Figure 1. Signal wires by layer.
Two of the layers only.
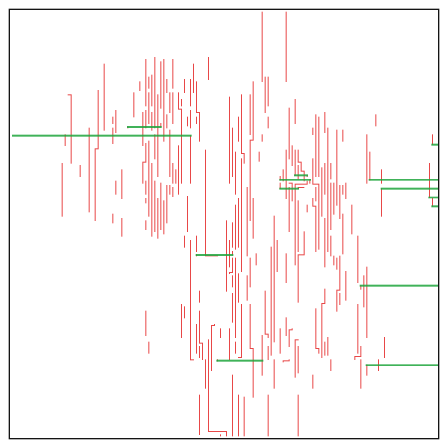
Figure 2. Cell placement.
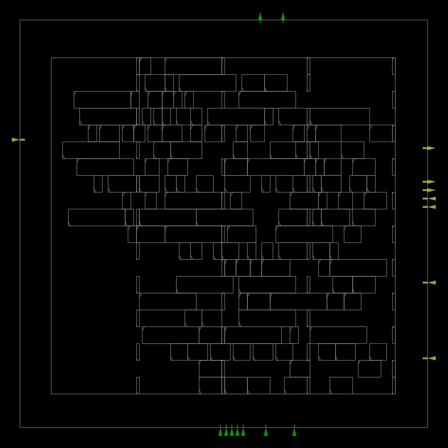
$ cat config.mk
export PLATFORM = sky130hd
export DESIGN_NAME = one_byte_uart_tx
export DESIGN_NICKNAME = d
export VERILOG_FILES = /design/src/rtl/uart_pkg.sv /design/src/rtl/uart_baud_gen.sv /design/src/rtl/one_byte_uart_tx.sv
export SDC_FILE = /design/constraint.sdc
export NUM_CORES = 1
export LEC_CHECK = 0
export CORE_MARGIN = 5
export CORE_UTILIZATION = 40
export DETAILED_ROUTE_END_ITERATION = 7
export PLACE_DENSITY = 0.69
export SYNTH_ARGS = -nofsm -noshare
export SYNTH_HDL_FRONTEND = slang
export SYNTH_SLANG_ARGS = --single-unit
export TNS_END_PERCENT = 100
$ cat constraint.sdc
create_clock -name clk -period 2.3 [get_ports clk]
set_input_delay 0.69 -clock clk [delete_from_list [all_inputs] [get_ports clk]]
set_output_delay 0.69 -clock clk [all_outputs]
set_load 0.03 [all_outputs]
$ cat src/rtl/uart_pkg.sv
// uart_pkg: shared UART states, data width and baud divisor.
// Defining UART_TX_PARITY_EN adds the PARITY state and widens the state encoding to 3 bits.
package uart_pkg;
  localparam int DATA_BITS = 8;
`ifdef UART_TX_PARITY_EN
  localparam int STATE_W = 3;
  typedef enum logic [STATE_W-1:0] {
    IDLE   = 3'b000,
    START  = 3'b001,
    DATA   = 3'b010,
    STOP   = 3'b011,
    PARITY = 3'b100
  } state_t;
`else
  localparam int STATE_W = 2;
  typedef enum logic [STATE_W-1:0] {
    IDLE  = 2'b00,
    START = 2'b01,
    DATA  = 2'b10,
    STOP  = 2'b11
  } state_t;
`endif
  function automatic int baud_div(input int clk_freq, input int baud_rate);
    return clk_freq / baud_rate;
  endfunction
endpackage

$ cat src/rtl/uart_baud_gen.sv
// uart_baud_gen: bit-period counter, held at 0 while en is low, ticking on its last count.
module uart_baud_gen
  import uart_pkg::*;
#(
  parameter int CLK_FREQ  = 50_000_000,
  parameter int BAUD_RATE = 115200
) (
  input  logic clk,
  input  logic rst_n,
  input  logic en,
  output logic bit_tick
);
  localparam int BAUD_CNT = baud_div(CLK_FREQ, BAUD_RATE);
  localparam int CW = BAUD_CNT > 1 ? $clog2(BAUD_CNT) : 1;
  logic [CW-1:0] cnt;
  assign bit_tick = en && (cnt == CW'(BAUD_CNT - 1));
  always_ff @(posedge clk or negedge rst_n)
    if (!rst_n) cnt <= '0;
    else cnt <= (!en || bit_tick) ? '0 : cnt + 1'b1;
endmodule

$ cat src/rtl/one_byte_uart_tx.sv
// one_byte_uart_tx: single-byte 8N1 UART transmitter, LSB first, idle-high line.
// Define UART_TX_PARITY_EN to insert an even parity bit before the stop bit.
module one_byte_uart_tx
  import uart_pkg::*;
#(
  parameter int CLK_FREQ  = 50_000_000,
  parameter int BAUD_RATE = 115200
) (
  input  logic               clk,
  input  logic               rst_n,
  input  logic               tx_en,
  input  logic               tx_start,
  input  logic [7:0]         tx_data,
  output logic               tx_out,
  output logic               tx_busy,
  output logic               tx_done,
  output logic [STATE_W-1:0] tx_current_state
);
  localparam int BW = $clog2(DATA_BITS);
  state_t state, state_n;
  logic [DATA_BITS-1:0] shift, shift_n;
  logic [BW-1:0] bit_cnt, bit_n;
  logic out_n, busy_n, done_n, bit_tick;
`ifdef UART_TX_PARITY_EN
  logic par, par_n;
`endif
  uart_baud_gen #(.CLK_FREQ(CLK_FREQ), .BAUD_RATE(BAUD_RATE)) u_baud (
    .clk(clk),
    .rst_n(rst_n),
    .en(state != IDLE),
    .bit_tick(bit_tick)
  );
  assign tx_current_state = state;
  always_ff @(posedge clk or negedge rst_n)
    if (!rst_n) begin
      state   <= IDLE;
      shift   <= '0;
      bit_cnt <= '0;
      tx_out  <= 1'b1;
      tx_busy <= 1'b0;
      tx_done <= 1'b0;
`ifdef UART_TX_PARITY_EN
      par     <= 1'b0;
`endif
    end else begin
      state   <= state_n;
      shift   <= shift_n;
      bit_cnt <= bit_n;
      tx_out  <= out_n;
      tx_busy <= busy_n;
      tx_done <= done_n;
`ifdef UART_TX_PARITY_EN
      par     <= par_n;
`endif
    end
  always_comb begin
    state_n = state;
    shift_n = shift;
    bit_n   = bit_cnt;
    out_n   = tx_out;
    busy_n  = tx_busy;
    done_n  = 1'b0;
`ifdef UART_TX_PARITY_EN
    par_n   = par;
`endif
    case (state)
      IDLE: if (tx_en && tx_start) begin
        state_n = START;
        shift_n = tx_data;
        bit_n   = '0;
        out_n   = 1'b0;
        busy_n  = 1'b1;
`ifdef UART_TX_PARITY_EN
        par_n   = ^tx_data;
`endif
      end
      START: if (bit_tick) begin
        state_n = DATA;
        out_n   = shift[0];
      end
      // shift[1] is the next bit because the register shifts on this same edge
      DATA: if (bit_tick) begin
        shift_n = shift >> 1;
        bit_n   = bit_cnt + 1'b1;
        if (bit_cnt == BW'(DATA_BITS - 1)) begin
`ifdef UART_TX_PARITY_EN
          state_n = PARITY;
          out_n   = par;
`else
          state_n = STOP;
          out_n   = 1'b1;
`endif
        end else out_n = shift[1];
      end
`ifdef UART_TX_PARITY_EN
      PARITY: if (bit_tick) begin
        state_n = STOP;
        out_n   = 1'b1;
      end
`endif
      STOP: if (bit_tick) begin
        state_n = IDLE;
        busy_n  = 1'b0;
        done_n  = 1'b1;
      end
      default: state_n = IDLE;
    endcase
  end
endmodule

==> impl_metrics.csv <==
group,metric,value,unit
sta,finClkSkew,0.00443,ns
logic_synthesis,xor_area_share,3.50,%
cells_and_area,diodes,0,
hold_path,worstHoldStart,"shift[4]",
cells_and_area,logic_area,577,um^2
route,firstDrtPassIters,4,
cells_and_area,fin_area,1520,um^2
logic_synthesis,avgSynthCellArea,10.6,um^2
sta,finalSetupViolCount,0,
setup_path,ff2ff_path_depth,4,
cts,clkTransAtPathRegs,0.13,ns
logic_synthesis,async_reset_ff_share,100,%
logic_synthesis,synth_cell_type_count,28,
route,top_layer_used,"met3",
logic_synthesis,top_cells_by_area,"dfrtp_1, ha_1, o22a_1, o21a_1, nand3_1",
setup_path,cp_slowest_stage_delay,0.66,ns
route,wl_met2,1.13,mm
die,core_area,3030,um^2
placed_design,hpwl,1.74,mm
hold_path,hold_path_depth,1,
setup_path,r2r_end,"shift[3]",
die,io_pins,17,
route,drtIter0Drc,75,
run_status,status,"complete, no violations",
die,dieWidth,66.0,um
placed_design,port_buffers,16,
sta,rsz0062_at_grt,"no",
cts,ctsResizeCount,0,
setup_path,worstSetupPathType,"reg -> out",
sta,hold_violations,0,
logic_synthesis,top_area_cell,"dfrtp_1",
cts,clkSinkCount,25,
logic_synthesis,synthTopCellsByCount,"dfrtp_1, nor2_1, ha_1, inv_1, nand3_1",
global_route,track_usage,12.2,%
About Figure 1:
Key: metal 2 = red [wire length 1,130 um]; metal 3 = green [wire length 98.0 um]

About Figure 2:
FILL cells: 280
registers: 25
sequential share of cell area: 41.3%
num tapcells: 44

==> worst max-delay path by stage <==
stage | startpoint | endpoint | slack (ns) | depth (start not counted)
6_report | tx_out | tx_out | 0.1 | 1
5_1_grt | tx_out | tx_out | 0.05 | 1
4_1_cts | tx_out | tx_out | 0.07 | 1
3_5_place_dp | tx_en | tx_current_state[1] | 0.004 | 6
3_3_place_gp | tx_en | tx_current_state[1] | 0.02 | 6
2_1_floorplan | tx_current_state[0] | tx_current_state[1] | 0.26 | 5
==> through the flow <==
stage,setup WS (ns),power (uW)
after global routing,0.0487,691
after floorplan,0.255,450
after CTS,0.0734,674
after global placement,0.0239,480
after detailed placement,0.00421,480
final,0.0970,665
==> kinds of logic (layout without fill, tap and decap cells) <==
| logic type | count (synthesis) | count (layout) |
|---|---|---|
| xor+xnor | 5 | 5 |
| mux | 3 | 3 |
| simple gates | 35 | 35 |
| flops | 25 | 25 |
| fa+ha+maj | 9 | 9 |
| compound gates | 30 | 30 |
| buf+inv | 11 | 34 |
==> placed cells by master, fill, tap and decap left out, types with 2 or more instances in the layout <==
cell / netlist / layout
a21boi_0: 2 / 2
a21oi_1: 4 / 4
buf_4: 0 / 5
clkbuf_4: 0 / 3
clkdlybuf4s50_1: 0 / 16
dfrtp_1: 24 / 24
ha_1: 9 / 9
inv_1: 9 / 9
mux2_2: 2 / 2
nand2_1: 7 / 7
nand3_1: 8 / 8
nand4_1: 2 / 2
nor2_1: 10 / 10
o21a_1: 7 / 7
o21ai_0: 5 / 5
o22a_1: 7 / 7
o22ai_1: 3 / 3
or3_1: 3 / 3
xnor2_1: 4 / 4
==> metal layers <==
metal  global-route usage, %  vias up
li1                        -      467
met1                    15.4      465
met2                    21.2       20
met3                    2.89        0
met4                    2.28        0
met5                       0        -
==> power breakdown <==
group | leakage (uW) | internal, uW | switching, uW
sequential | 0.000300 | 440 | 0
clock | 0.0000150 | 67.7 | 127
combinational | 0.000345 | 19.1 | 12.0
==> sequential cells by signal (all words and copies together) (netlist names) <==
name,count
bit_cnt,3
tx_out,1
u_baud.cnt,9
tx_done,1
tx_busy,1
shift,8
tx_current_state,2
==> final cells by class <==
class	instances	share of cell area, %
multi-input combinational	82	38.0
sequential	25	41.3
clock buffer	4	1.73
tap	44	3.63
timing repair buffer	21	13.0
inverter	9	2.23
No activity file was given, so power comes from the tool's default toggle rates.
